===== src/rtl/data_mem_ctrl.sv =====
// -----------------------------------------------------------------------------
// data_mem_ctrl
//   MEM-stage access controller for the pipelined MIPS core. Sits between the
//   EX/MEM register and a slow, handshaked, single-port word memory.
//   - Stores are posted through a one-entry write buffer. The buffer is the
//     registered bus write itself, so it is valid exactly while in WBUF.
//   - Loads stall the pipeline until data returns. A load that hits the
//     buffered store is forwarded combinationally.
//   - A bus access left unacknowledged for TIMEOUT request cycles is
//     abandoned, and BusErr pulses for one cycle.
//
// Ports
//   clk, rst             rising-edge clock, asynchronous active-low reset
//   MemRead, MemWrite    load / store in MEM (both high = store only)
//   address, WriteData   byte address and store data from EX/MEM
//   ReadData             load data for MEM/WB (forwarded on a buffer hit)
//   MemStall             combinational global pipeline hold
//   AddrErr              combinational, misaligned access dropped this cycle
//   BusErr               registered one-cycle pulse after a bus timeout
//   mem_req/we/addr/wdata  registered bus request, held until done
//   mem_ack, mem_rdata   single-cycle completion pulse and read data
// -----------------------------------------------------------------------------
module data_mem_ctrl #(
  parameter int ADDR_W  = 32,
  parameter int DATA_W  = 32,
  parameter int TIMEOUT = 255
) (
  input  logic              clk,
  input  logic              rst,
  input  logic              MemRead,
  input  logic              MemWrite,
  input  logic [ADDR_W-1:0] address,
  input  logic [DATA_W-1:0] WriteData,
  output logic [DATA_W-1:0] ReadData,
  output logic              MemStall,
  output logic              AddrErr,
  output logic              BusErr,
  output logic              mem_req,
  output logic              mem_we,
  output logic [ADDR_W-3:0] mem_addr,
  output logic [DATA_W-1:0] mem_wdata,
  input  logic              mem_ack,
  input  logic [DATA_W-1:0] mem_rdata
);

  localparam int WA_W  = ADDR_W - 2;
  localparam int CNT_W = $clog2(TIMEOUT + 1);

  typedef enum logic [1:0] {S_IDLE, S_WBUF, S_LOAD, S_DONE} state_e;

  state_e            state_q,   state_d;
  logic [CNT_W-1:0]  cnt_q,     cnt_d;
  logic              req_q,     req_d;
  logic              we_q,      we_d;
  logic [WA_W-1:0]   addr_q,    addr_d;
  logic [DATA_W-1:0] wdata_q,   wdata_d;
  logic [DATA_W-1:0] rdata_q,   rdata_d;
  logic              bus_err_q, bus_err_d;

  logic            aligned;
  logic            wr_acc;
  logic            rd_acc;
  logic            hit;
  logic            timeout_hit;
  logic            done;
  logic [WA_W-1:0] word_addr;

  assign word_addr = address[ADDR_W-1:2];
  assign aligned   = (address[1:0] == 2'b00);
  // A simultaneous read and write is handled as the write alone.
  assign wr_acc    = MemWrite & aligned;
  assign rd_acc    = MemRead & ~MemWrite & aligned;
  assign hit       = (state_q == S_WBUF) && rd_acc && (addr_q == word_addr);
  // Timeout fires in the request cycle that takes the counter to TIMEOUT;
  // an ack in that same cycle still wins.
  assign timeout_hit = req_q && !mem_ack && (cnt_q == CNT_W'(TIMEOUT - 1));
  assign done        = mem_ack || timeout_hit;

  // State register (also holds the bus, buffer, read-data and error flops).
  // NOTE: sequential state uses non-blocking assignments so every flop samples
  // the pre-edge values, independent of statement order.
  always_ff @(posedge clk or negedge rst) begin
    if (!rst) begin
      state_q   <= S_IDLE;
      cnt_q     <= '0;
      req_q     <= 1'b0;
      we_q      <= 1'b0;
      addr_q    <= '0;
      wdata_q   <= '0;
      rdata_q   <= '0;
      bus_err_q <= 1'b0;
    end else begin
      state_q   <= state_d;
      cnt_q     <= cnt_d;
      req_q     <= req_d;
      we_q      <= we_d;
      addr_q    <= addr_d;
      wdata_q   <= wdata_d;
      rdata_q   <= rdata_d;
      bus_err_q <= bus_err_d;
    end
  end

  // Next-state logic.
  always_comb begin
    // NOTE: every signal gets a hold default first, so no path through the
    // case statement leaves one unassigned and infers a latch.
    state_d   = state_q;
    cnt_d     = cnt_q;
    req_d     = req_q;
    we_d      = we_q;
    addr_d    = addr_q;
    wdata_d   = wdata_q;
    rdata_d   = rdata_q;
    bus_err_d = timeout_hit;

    if (req_q && !mem_ack) cnt_d = cnt_q + 1'b1;

    case (state_q)
      S_IDLE: begin
        if (wr_acc) begin
          state_d = S_WBUF;
          req_d   = 1'b1;
          we_d    = 1'b1;
          addr_d  = word_addr;
          wdata_d = WriteData;
          cnt_d   = '0;
        end else if (rd_acc) begin
          state_d = S_LOAD;
          req_d   = 1'b1;
          we_d    = 1'b0;
          addr_d  = word_addr;
          cnt_d   = '0;
        end
      end
      S_WBUF: begin
        if (done) begin
          // A pending store is only taken when it was not stalled (real ack);
          // after a timeout it is re-presented and taken from IDLE.
          if (wr_acc && mem_ack) begin
            req_d   = 1'b1;
            we_d    = 1'b1;
            addr_d  = word_addr;
            wdata_d = WriteData;
            cnt_d   = '0;
          end else if (rd_acc && !hit) begin
            state_d = S_LOAD;
            req_d   = 1'b1;
            we_d    = 1'b0;
            addr_d  = word_addr;
            cnt_d   = '0;
          end else begin
            state_d = S_IDLE;
            req_d   = 1'b0;
            we_d    = 1'b0;
          end
        end
      end
      S_LOAD: begin
        if (done) begin
          state_d = S_DONE;
          req_d   = 1'b0;
          rdata_d = mem_ack ? mem_rdata : '0;
        end
      end
      S_DONE:  state_d = S_IDLE;
      default: state_d = S_IDLE;
    endcase
  end

  // Output logic.
  always_comb begin
    ReadData = hit ? wdata_q : rdata_q;
    AddrErr  = (MemRead | MemWrite) & ~aligned;
    MemStall = 1'b0;
    case (state_q)
      S_IDLE:  MemStall = rd_acc;
      S_WBUF:  MemStall = (wr_acc & ~mem_ack) | (rd_acc & ~hit);
      S_LOAD:  MemStall = 1'b1;
      default: MemStall = 1'b0;
    endcase
    // The hold must drop as soon as reset is asserted, even with a load still
    // presented by the pipeline.
    MemStall = MemStall & rst;
  end

  assign BusErr    = bus_err_q;
  assign mem_req   = req_q;
  assign mem_we    = we_q;
  assign mem_addr  = addr_q;
  assign mem_wdata = wdata_q;

endmodule


===== config.mk =====
export PLATFORM = sky130hd
export DESIGN_NAME = data_mem_ctrl
export DESIGN_NICKNAME = d
export VERILOG_FILES = /design/src/rtl/data_mem_ctrl.sv
export SDC_FILE = /design/constraint.sdc
export NUM_CORES = 1
export LEC_CHECK = 0
export CAP_MARGIN = 20
export CORE_MARGIN = 10
export CORE_UTILIZATION = 41
export DETAILED_ROUTE_END_ITERATION = 10
export HOLD_SLACK_MARGIN = 0.03
export PLACE_DENSITY = 0.77
export SLEW_MARGIN = 20
export SYNTH_ARGS = -nofsm -noshare
export SYNTH_HDL_FRONTEND = slang
export SYNTH_SLANG_ARGS = --single-unit

===== constraint.sdc =====
create_clock -name clk -period 3.3 [get_ports clk]
set_input_delay 0.99 -clock clk [delete_from_list [all_inputs] [get_ports clk]]
set_output_delay 0.99 -clock clk [all_outputs]
set_load 0.005 [all_outputs]

**The metal 2 layer**

Cells faint in the background.
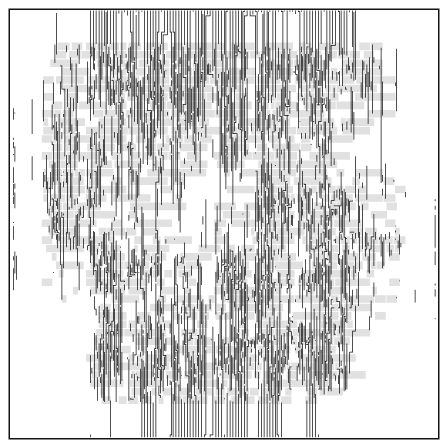
- longest straight run: 43.5 um
- main direction: vertical
- share of all routed wire: 52%
detailed-route via count: 5598
final WL: 21240 um

**Clock wiring as the flow saved it**

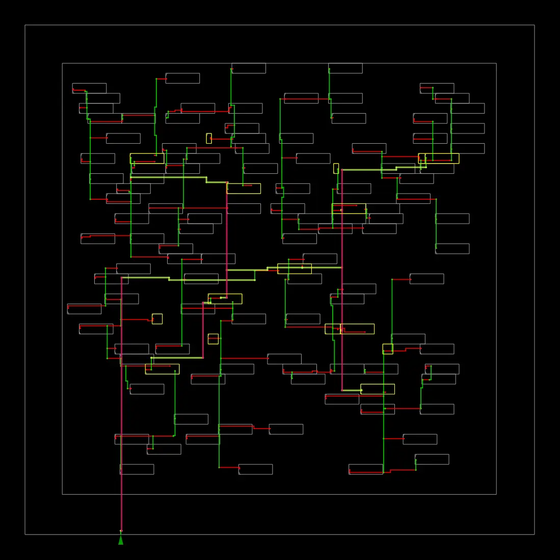
number of flip-flops and latches: 107
total CTS buffers: 9

**Cells by drive strength**

Scale bar: 50 um.
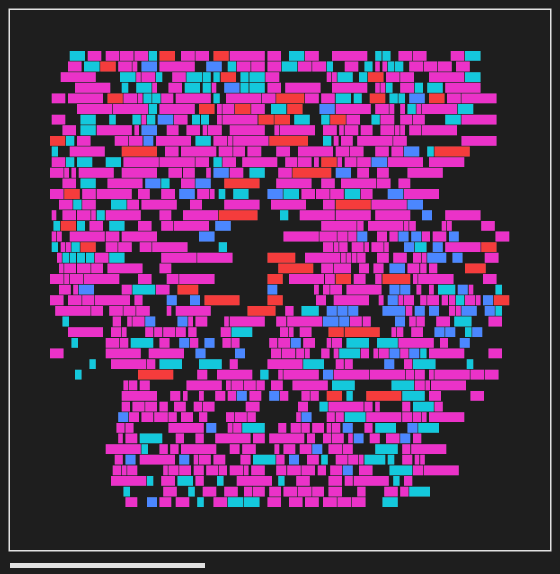
- _0 and _1 cells: magenta (cells 551; share 68%; most used clkdlybuf4s50_1)
- _6 and larger: red (cells 44; share 5.4%; most used buf_6)
- _3 and _4 cells: blue (cells 80; share 9.8%; most used buf_4)
- _2 cells: cyan (cells 140; share 17%; most used nand2_2)
Synth-to-Final Area Change: 55.22%
Final Instance Area: 8895 um2
non-clock buffer count: 266

==> out/qor.txt <==
Final nets -> 913
Final core occ -> 64.58%
Tcrit/Tclk final -> 107.4%
Pins Over Slew Limit -> 0
Status -> finished, violations left
GR Layer Usage met3 -> 5.753%
Synth unique cells -> 38
RSZ-0062 raised after global routing -> yes
Fin cells -> 995
Critical path buffers and inverters -> 6
Worst EP required -> 2310 ps
Most used cell along the critical path -> buf_6
Post-DP HPWL -> 14730 um
Final setup viols -> 33
Largest class -> multi-input combinational cells
Synth flops -> 107
Worst reg2reg path depth -> 12
Post-Synth AOI/OAI Area -> 17.16%
Pwr/cell area -> 825.2 nW/um2
Logic power comb -> 3670 uW
Hold_ws -> 482.1 ps
Hold Crit Depth -> 2
Synthesized area -> 5730 um2
Root Driver -> clkbuf_16
# clock sinks -> 107
Crit path DAT -> 2550 ps
Peak supply drop -> 511.2 uV
Multi-input gates -> 423
Drt drc -> 0
Post-Route Skew -> 9.552 ps
Post-route setup TNS -> -5746 ps
Failing checks -> setup timing
Clk. pwr -> 1040 uW
Clkbuf count -> 11
Sequential cell power -> 2630 uW
Synthesized instance count -> 582
Yosys stat chip area -> 5730 um2
Max Used Layer -> met4
CTS Hold Bufs -> 0
Worst setup margin -> -243.2 ps
**Signal wires by layer**

Two of the layers only.
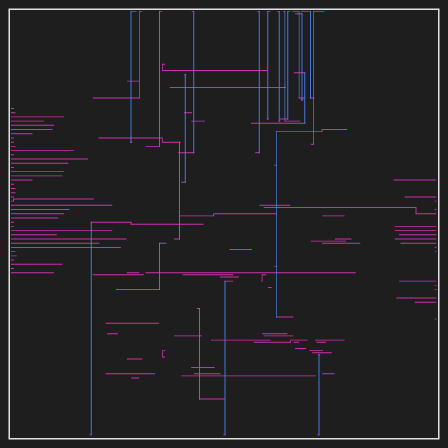
- metal 4: blue (wire length 802 um)
- metal 3: magenta (wire length 1320 um)

**Signal wires on met4**

Scale bar: 50 um. Cells faint in the background.
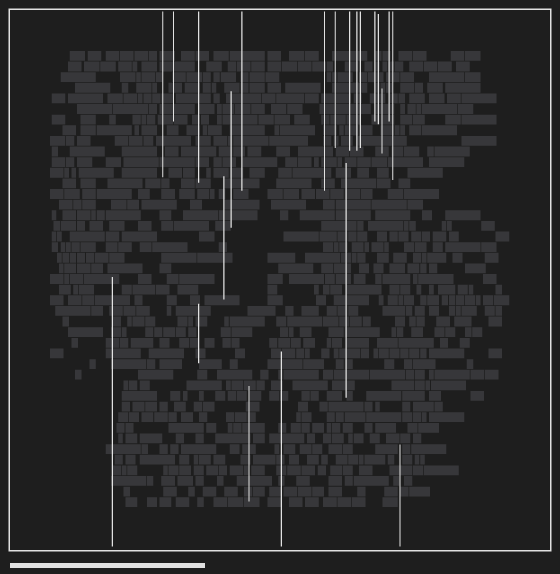
- main direction: vertical
- wire length on this layer: 802 um
- nets with wire on the layer: 20
- longest straight run: 68.7 um

==> synth_stat cells <==
cell        n
nand3b_1    1
a31oi_1     1
a311oi_1    1
a22o_1     32
nand2b_1    1
a21oi_1     3
nand2_1   133
xnor2_1    35
or2_2       1
buf_6       2
a221oi_1   22
dfrtp_1   107
nor2_1     14
nor3_2      1
ha_1        2
nor4_1      3
nor3_1      1
or3_4       1
o21bai_1    1
buf_2       9
and4_1      1
and3_1     61
mux2i_1     1
nand3_1     4
clkbuf_1   38
inv_1       3
nand2b_4    1
o21ai_0     4
xor2_1      2
nand4_1    11
o21a_1      7
mux2_2     32
o21ai_1     1
o311a_1     2
and2_1      1
a221oi_2   10
nor2b_1     2
o211ai_1   30
Power is estimated from default activity; no workload was simulated.
